Figure 1. Zoomed window.
Window x 7 to 32, y 46 to 71 um. Cells in grey, sequential cells in the stronger grey; small squares are vias.
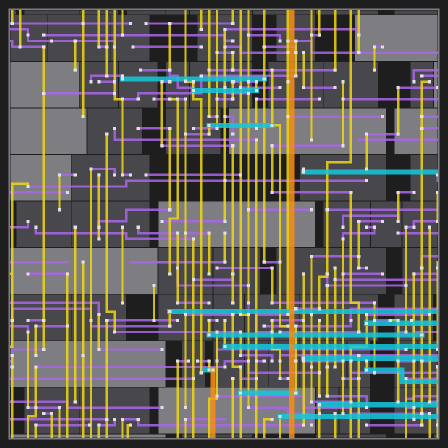
Figure 2. Routing congestion.
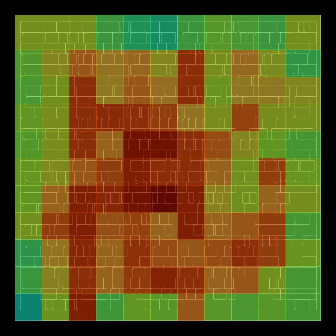
Figure 3. Cell classes on the final placement.
Drawn at 4 px/um.
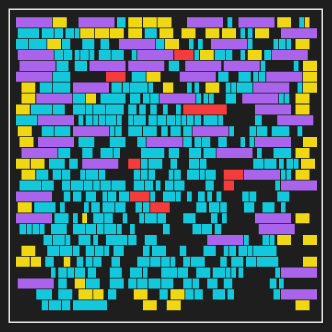
Figure 4. M1 wires.
Drawn at 6 px/um.
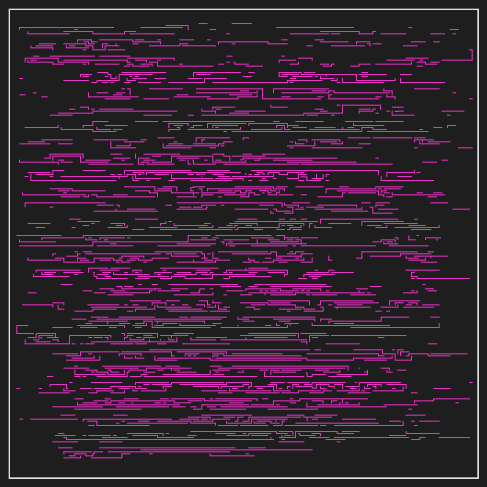
Figure 5. Sizing map.
Drawn at 4 px/um.
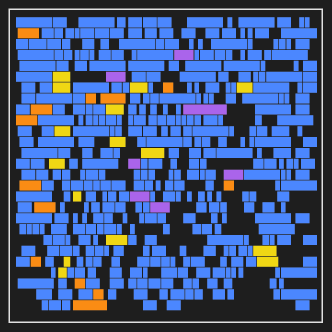
### config.mk
export PLATFORM = sky130hd
export DESIGN_NAME = ps2_scancode_decoder
export DESIGN_NICKNAME = d
export VERILOG_FILES = /design/src/rtl/ps2_scancode_decoder_pkg.sv /design/src/rtl/ps2_scancode_decoder_ascii.sv /design/src/rtl/ps2_scancode_decoder.sv
export SDC_FILE = /design/constraint.sdc
export NUM_CORES = 1
export LEC_CHECK = 0
export CAP_MARGIN = 10
export CORE_UTILIZATION = 59
export DETAILED_ROUTE_END_ITERATION = 7
export PLACE_DENSITY = 0.82
export RECOVER_POWER = 50
export SLEW_MARGIN = 30
export SYNTH_ARGS = -nofsm -noshare
export SYNTH_HDL_FRONTEND = slang
export SYNTH_SLANG_ARGS = --single-unit
### constraint.sdc
create_clock -name clk -period 5.6 [get_ports clk]
set_input_delay 1.12 -clock clk [delete_from_list [all_inputs] [get_ports clk]]
set_output_delay 1.12 -clock clk [all_outputs]
set_load 0.1 [all_outputs]
### src/rtl/ps2_scancode_decoder_pkg.sv
// Shared types and constants for the PS/2 set-2 scan-code decoder.
// Holds the prefix-folding FSM states, special codes and the ignored-code test.
package ps2_pkg;

    typedef enum logic [1:0] {
        S_IDLE    = 2'd0,
        S_EXT     = 2'd1,
        S_BRK     = 2'd2,
        S_EXT_BRK = 2'd3
    } state_t;

    localparam logic [7:0] SC_EXT    = 8'hE0;
    localparam logic [7:0] SC_BRK    = 8'hF0;
    localparam logic [7:0] SC_LSHIFT = 8'h12;
    localparam logic [7:0] SC_RSHIFT = 8'h59;
    localparam logic [7:0] SC_CAPS   = 8'h58;

    // Error, BAT-complete, ack and echo bytes carry no key information.
    function automatic logic is_ignored(input logic [7:0] code);
        return (code == 8'h00) || (code == 8'hFF) || (code == 8'hAA) ||
               (code == 8'hFA) || (code == 8'hEE);
    endfunction

endpackage

### src/rtl/ps2_scancode_decoder_ascii.sv
// Combinational set-2 scan code to ASCII lookup.
// Letters follow shift^caps; digits and punctuation follow shift only; unmapped codes give 0.
module scancode_to_ascii (
    input  logic [7:0] code,
    input  logic       shift,
    input  logic       caps,
    output logic [7:0] ascii
);

    logic       letter;
    logic [7:0] lower;
    logic [7:0] plain;
    logic [7:0] shifted;

    always_comb begin
        letter  = 1'b0;
        lower   = 8'h00;
        plain   = 8'h00;
        shifted = 8'h00;
        case (code)
            8'h1C: begin letter = 1'b1; lower = "a"; end
            8'h32: begin letter = 1'b1; lower = "b"; end
            8'h21: begin letter = 1'b1; lower = "c"; end
            8'h23: begin letter = 1'b1; lower = "d"; end
            8'h24: begin letter = 1'b1; lower = "e"; end
            8'h2B: begin letter = 1'b1; lower = "f"; end
            8'h34: begin letter = 1'b1; lower = "g"; end
            8'h33: begin letter = 1'b1; lower = "h"; end
            8'h43: begin letter = 1'b1; lower = "i"; end
            8'h3B: begin letter = 1'b1; lower = "j"; end
            8'h42: begin letter = 1'b1; lower = "k"; end
            8'h4B: begin letter = 1'b1; lower = "l"; end
            8'h3A: begin letter = 1'b1; lower = "m"; end
            8'h31: begin letter = 1'b1; lower = "n"; end
            8'h44: begin letter = 1'b1; lower = "o"; end
            8'h4D: begin letter = 1'b1; lower = "p"; end
            8'h15: begin letter = 1'b1; lower = "q"; end
            8'h2D: begin letter = 1'b1; lower = "r"; end
            8'h1B: begin letter = 1'b1; lower = "s"; end
            8'h2C: begin letter = 1'b1; lower = "t"; end
            8'h3C: begin letter = 1'b1; lower = "u"; end
            8'h2A: begin letter = 1'b1; lower = "v"; end
            8'h1D: begin letter = 1'b1; lower = "w"; end
            8'h22: begin letter = 1'b1; lower = "x"; end
            8'h35: begin letter = 1'b1; lower = "y"; end
            8'h1A: begin letter = 1'b1; lower = "z"; end
            8'h16: begin plain = "1";   shifted = "!"; end
            8'h1E: begin plain = "2";   shifted = "@"; end
            8'h26: begin plain = "3";   shifted = "#"; end
            8'h25: begin plain = "4";   shifted = "$"; end
            8'h2E: begin plain = "5";   shifted = "%"; end
            8'h36: begin plain = "6";   shifted = "^"; end
            8'h3D: begin plain = "7";   shifted = "&"; end
            8'h3E: begin plain = "8";   shifted = "*"; end
            8'h46: begin plain = "9";   shifted = "("; end
            8'h45: begin plain = "0";   shifted = ")"; end
            8'h4E: begin plain = "-";   shifted = "_"; end
            8'h55: begin plain = "=";   shifted = "+"; end
            8'h54: begin plain = "[";   shifted = "{"; end
            8'h5B: begin plain = "]";   shifted = "}"; end
            8'h5D: begin plain = "\\";  shifted = "|"; end
            8'h4C: begin plain = ";";   shifted = ":"; end
            8'h52: begin plain = "'";   shifted = "\""; end
            8'h41: begin plain = ",";   shifted = "<"; end
            8'h49: begin plain = ".";   shifted = ">"; end
            8'h4A: begin plain = "/";   shifted = "?"; end
            8'h0E: begin plain = 8'h60; shifted = "~"; end
            8'h29: begin plain = " ";   shifted = " "; end
            8'h5A: begin plain = 8'h0D; shifted = 8'h0D; end
            8'h66: begin plain = 8'h08; shifted = 8'h08; end
            8'h0D: begin plain = 8'h09; shifted = 8'h09; end
            8'h76: begin plain = 8'h1B; shifted = 8'h1B; end
            default: ;
        endcase

        if (letter)
            ascii = (shift ^ caps) ? (lower - 8'h20) : lower;
        else
            ascii = shift ? shifted : plain;
    end

endmodule

### src/rtl/ps2_scancode_decoder.sv
// Folds PS/2 set-2 prefix bytes into make/break/repeat key events, tracks modifiers,
// counts new key presses and holds one event for a ready/valid consumer.
module ps2_scancode_decoder
    import ps2_pkg::*;
#(
    parameter int CNT_W         = 8,
    parameter bit REPEAT_EVENTS = 1'b1
) (
    input  logic             clk,
    input  logic             rst,
    input  logic [7:0]       in_data,
    input  logic             in_valid,
    output logic             ev_valid,
    input  logic             ev_ready,
    output logic [7:0]       ev_code,
    output logic             ev_ext,
    output logic             ev_break,
    output logic             ev_repeat,
    output logic [7:0]       ev_ascii,
    output logic [CNT_W-1:0] press_cnt,
    output logic             held_valid,
    output logic [8:0]       held_code,
    output logic             shift,
    output logic             caps,
    output logic             overflow
);

    state_t     state, state_nxt;
    logic       is_make, is_break;
    logic       cur_ext;
    logic [8:0] key;
    logic       held_match, is_repeat, new_make, emit, load;
    logic       shift_l, shift_r;
    logic [7:0] lut_ascii;

    assign cur_ext = (state == S_EXT) || (state == S_EXT_BRK);
    assign key     = {cur_ext, in_data};

    // NOTE: every variable gets a default first so no path through the block infers a latch.
    always_comb begin
        state_nxt = state;
        is_make   = 1'b0;
        is_break  = 1'b0;
        if (in_valid) begin
            if (in_data == SC_EXT) begin
                state_nxt = S_EXT;
            end else if (in_data == SC_BRK) begin
                state_nxt = cur_ext ? S_EXT_BRK : S_BRK;
            end else if (is_ignored(in_data)) begin
                state_nxt = S_IDLE;
            end else begin
                state_nxt = S_IDLE;
                is_break  = (state == S_BRK) || (state == S_EXT_BRK);
                is_make   = !is_break;
            end
        end
    end

    assign held_match = held_valid && (held_code == key);
    assign is_repeat  = is_make && held_match;
    assign new_make   = is_make && !held_match;
    assign emit       = is_break || new_make || (is_repeat && REPEAT_EVENTS);
    assign load       = emit && (!ev_valid || ev_ready);
    assign shift      = shift_l || shift_r;

    // Lookup sees the modifier registers before this byte's own update lands.
    scancode_to_ascii u_ascii (
        .code  (in_data),
        .shift (shift),
        .caps  (caps),
        .ascii (lut_ascii)
    );

    // NOTE: sequential state uses non-blocking assignments so every register samples pre-edge values.
    always_ff @(posedge clk or posedge rst) begin
        if (rst) begin
            state      <= S_IDLE;
            press_cnt  <= '0;
            held_valid <= 1'b0;
            held_code  <= '0;
            shift_l    <= 1'b0;
            shift_r    <= 1'b0;
            caps       <= 1'b0;
        end else begin
            state <= state_nxt;
            if (new_make) begin
                held_code  <= key;
                held_valid <= 1'b1;
                press_cnt  <= press_cnt + 1'b1;
            end else if (is_break && held_match) begin
                held_valid <= 1'b0;
            end
            if (new_make && !cur_ext && in_data == SC_CAPS)
                caps <= !caps;
            if (in_data == SC_LSHIFT && (is_make || is_break))
                shift_l <= is_make;
            if (in_data == SC_RSHIFT && (is_make || is_break))
                shift_r <= is_make;
        end
    end

    // One-entry output register; a full, unaccepted register keeps the older event.
    always_ff @(posedge clk or posedge rst) begin
        if (rst) begin
            ev_valid  <= 1'b0;
            ev_code   <= '0;
            ev_ext    <= 1'b0;
            ev_break  <= 1'b0;
            ev_repeat <= 1'b0;
            ev_ascii  <= '0;
            overflow  <= 1'b0;
        end else begin
            if (load) begin
                ev_valid  <= 1'b1;
                ev_code   <= in_data;
                ev_ext    <= cur_ext;
                ev_break  <= is_break;
                ev_repeat <= is_repeat;
                ev_ascii  <= (is_make && !cur_ext) ? lut_ascii : 8'h00;
            end else if (ev_valid && ev_ready) begin
                ev_valid <= 1'b0;
            end
            if (emit && ev_valid && !ev_ready)
                overflow <= 1'b1;
        end
    end

endmodule

==> flow_summary.toml <==
# physical design summary
[status]
status = "finished with violations"
violations = "capacitance limit, slew limit"

[final_layout]
area_growth_syn_to_layout_pct = 16.72
final_nets = 441
diodes = 0
instances_no_fill = 499
fillCellCount = 442
drive_above_1_share = 0.08197

[sta]
slew_headroom = -0.6065
tns_ns = 0
hold_viol_final = 0
clock.fmax_mhz = 233.2
fin_hold_ws_ns = 0.4746
rsz0062_at_grt = "false"
post-route-min-period_ns = 4.288
period_used_share = 0.7658
setup_violations = 0
maxSlewViolCount = 45
clock_skew_ns = 0.007121
tightest_slew_ns = 2.410
finalWorstSetupSlack_ns = 1.312

[placement]
placed_cells = 491
gp_routability_congestion = 0.9934
pre_cts_slack_ns = 1.444
place_hpwl_um = 7634
io_buffers = 52

[power_and_ir_drop]
finalPower_mw = 1.327
p_sw_frac = 0.5057
switchingPower_uw = 670.9
p_per_area_mw_per_mm2 = 334.5
sequentialPowerShare = 0.312
p_clk_frac = 0.195
internal_power_uw = 655.7

[worst_setup_path]
critPathSlowestCell = "dlygate4sd3_1"
endpoint_kind = "flip-flop"
path_cells = "dlygate4sd3_1 -> clkbuf_1 -> and4b_1 -> a32oi_1 -> o21a_1 -> o21ai_1 -> nand3b_1 -> mux2_2"
critPathLaunchType = "input port"
required_ns = 5.80
worstPathArrival_ns = 4.49
worst-path-buf-inv = 2
rrSetupSlack_ns = 3.18
criticalPathCategory = "in2reg"

[synthesis]
yosysWarnings = 0
top_cell = "nand2_1"
ys_area_sq_mm = 0.003398
ys_types = 75
synth-edff-count = 0
common_cells = "52 x nand2_1, 44 x dfrtp_1, 22 x nor2_1"
synth_nets = 409
netlist_area_sq_mm = 0.003398
ys_seq_frac = 0.3240
synth_top_area_share = 0.3240
top_cells_by_area = "dfrtp_1 32%, nand2_1 5.7%, xor2_1 3.4%"
top_area_cell = "dfrtp_1"
yosys_register_bits = 44
synth-main-ff-cell = "dfrtp_1"
synthArstFlopShare = 1.000
ys_cells = 394
syn_inst = 394

[cts]
cts_sinks = 44
clock_latency_ns = 0.31
cts.path.max_buffers = 2
cts_root_buffer = "clkbuf_8"
post-cts-setup-buffers = 0
cts_buffers = 5
cts_htree_levels = 2
cts.clk_slew.worst_paths_ns = 0.09
postCtsHoldBufs = 0
cts_resized = 0

[job]
drv_cap = 1

[routing]
drc_errors = 0
drt_iter0_markers = 516
viasPerCell = 6.764
antenna_left = 0

[floorplan]
pin_count = 53
dieArea_sq_mm = 0.006068
die.size.y_um = 77.90
core_util_floorplan = 0.6134

[global_routing]
grt_overflow = 0
grtUsageTotal = 0.3714
antenna_found_initial = 0
grt_pass1_wl_um = 17310
grt_pass1_vias = 3254
grt_max_degree = 45

[worst_hold_path]
worstHoldPathType = "reg2reg"
Back to the opening pictures, Figure 1:
metal 2: in yellow. metal 4: in orange. metal 3: in cyan. metal 1: in purple.
Sequential cells in the window: 6. Netlist names of flops here include press_cnt (3), held_code (2). 49 logic cells have their middle in the window. Most frequent: xor2_1 (7), dfrtp_1 (6), nand2_1 (4).

Back to the opening pictures, Figure 2:
average routed wire per standard cell: 21.55 um
met3 capacity usage during global routing: 0.1000
met1 GRT Util: 0.4974
met2 global-route usage: 0.5761
Most Used Layer, Global Route: met2

Back to the opening pictures, Figure 3:
combinational and other logic: in cyan, cells 316. other buffers and delay cells: in yellow, cells 59. flops: in purple, cells 44. clock drivers and dummy loads: in red, cells 8.
core area: 0.005540 sq mm
# rows: 27
final core occ: 0.7159
Seq/total area: 0.2776

Back to the opening pictures, Figure 4:
The longest straight run is 34.5 um. The layer holds 40% of the routed length. The wires run mostly horizontal. The layer carries 4,350 um of wire. 401 nets have wire on it.
Routed WL: 10,750 um
DR vias: 3,375

Back to the opening pictures, Figure 5:
_2 cells: in yellow, cells 15, share 3.5%, most used mux2_2. _3 and _4 cells: in orange, cells 13, share 3.0%. _0 and _1 cells: in blue, cells 392, share 92%, most used nand2_1. _6 and larger: in purple, cells 7, share 1.6%, most used clkbuf_8.

metrics by stage:
stage	instance area, sq um	util
2_1_floorplan	3398	-
3_3_place_gp	3857	0.6963
3_5_place_dp	3859	0.6965
4_1_cts	3974	0.7173
5_1_grt	3966	0.7159
6_report	3966	0.7159
final timing paths:
kind,startpoint,end,cells past startpoint
hold / removal,ev_code[2],ev_code[2],2
hold reg to reg,ev_code[2],ev_code[2],2
min in group asynchronous,rst,ev_code[1],3
setup / recovery,in_data[3],shift_l,8
max in group asynchronous,rst,press_cnt[3],3
setup reg to reg,shift_r,ev_ascii[5],6
worst reg2reg max path, cell delays in order, from the launching register on:
cell and delay [ns]:
dfrtp_1 0.39, nor2_1 0.60, clkinv_1 0.53, xnor2_1 0.33, ha_1 0.27, inv_1 0.06, o221ai_1 0.11
metal layers:
| layer | vias up | track usage | routed length [um] |
|---|---|---|---|
| li1 | 1521 | - | - |
| met1 | 1577 | 0.4974 | 4353 |
| met2 | 238 | 0.5761 | 4993 |
| met3 | 39 | 0.1000 | 1129 |
| met4 | 0 | 0.1352 | 277 |
| met5 | - | 0 | 0 |
cells by family (layout without fill, tap and decap cells):
logic type,Yosys count,after routing,synth area share
compound gates,106,106,0.2298
simple gates,168,168,0.2784
flops,44,44,0.3240
xor+xnor,18,18,0.04639
buf+inv,45,78,0.07217
fa+ha+maj,3,3,0.01105
mux,10,10,0.03829
sequential cells by signal, indices dropped and copies added (netlist names):
name,count
ev_code,8
shift_r,1
held_code,9
ev_ascii,8
caps,1
ev_valid,1
state,2
ev_ext,1
ev_break,1
shift_l,1
press_cnt,8
held_valid,1
overflow,1
ev_repeat,1
cells in the final DEF, fill, tap and decap left out, types with 6 or more instances in the layout:
master and count:
nand2_1 52, dfrtp_1 44, clkdlybuf4s50_1 31, nor2_1 22, dlygate4sd3_1 20, o21ai_0 17
a21oi_1 15, nand2b_1 14, xor2_1 13, nor3_1 12, o211ai_1 11, inv_1 8
nand3_1 8, nand4_1 7, nor2b_1 7, o22ai_1 6
final cells by class:
| cell class | instances | area [sq um] | share of cell area |
|---|---|---|---|
| clock buffer | 5 | 68.82 | 0.01735 |
| clock inverter | 3 | 46.29 | 0.01167 |
| inverter | 11 | 41.29 | 0.01041 |
| multi-input combinational | 305 | 2058 | 0.5189 |
| sequential | 44 | 1101 | 0.2776 |
| tap | 72 | 90.09 | 0.02271 |
| timing repair buffer | 59 | 560.5 | 0.1413 |
power by group through the flow:
stage / logic [mW] / clock network, mW / registers, mW
4_1_cts: 0.657 / 0.262 / 0.414
5_1_grt: 0.677 / 0.271 / 0.420
3_3_place_gp: 0.648 / 0 / 0.415
3_5_place_dp: 0.655 / 0 / 0.420
2_1_floorplan: 0.172 / 0 / 0.747
6_report: 0.654 / 0.258 / 0.414
Power is estimated from default activity; no workload was simulated.
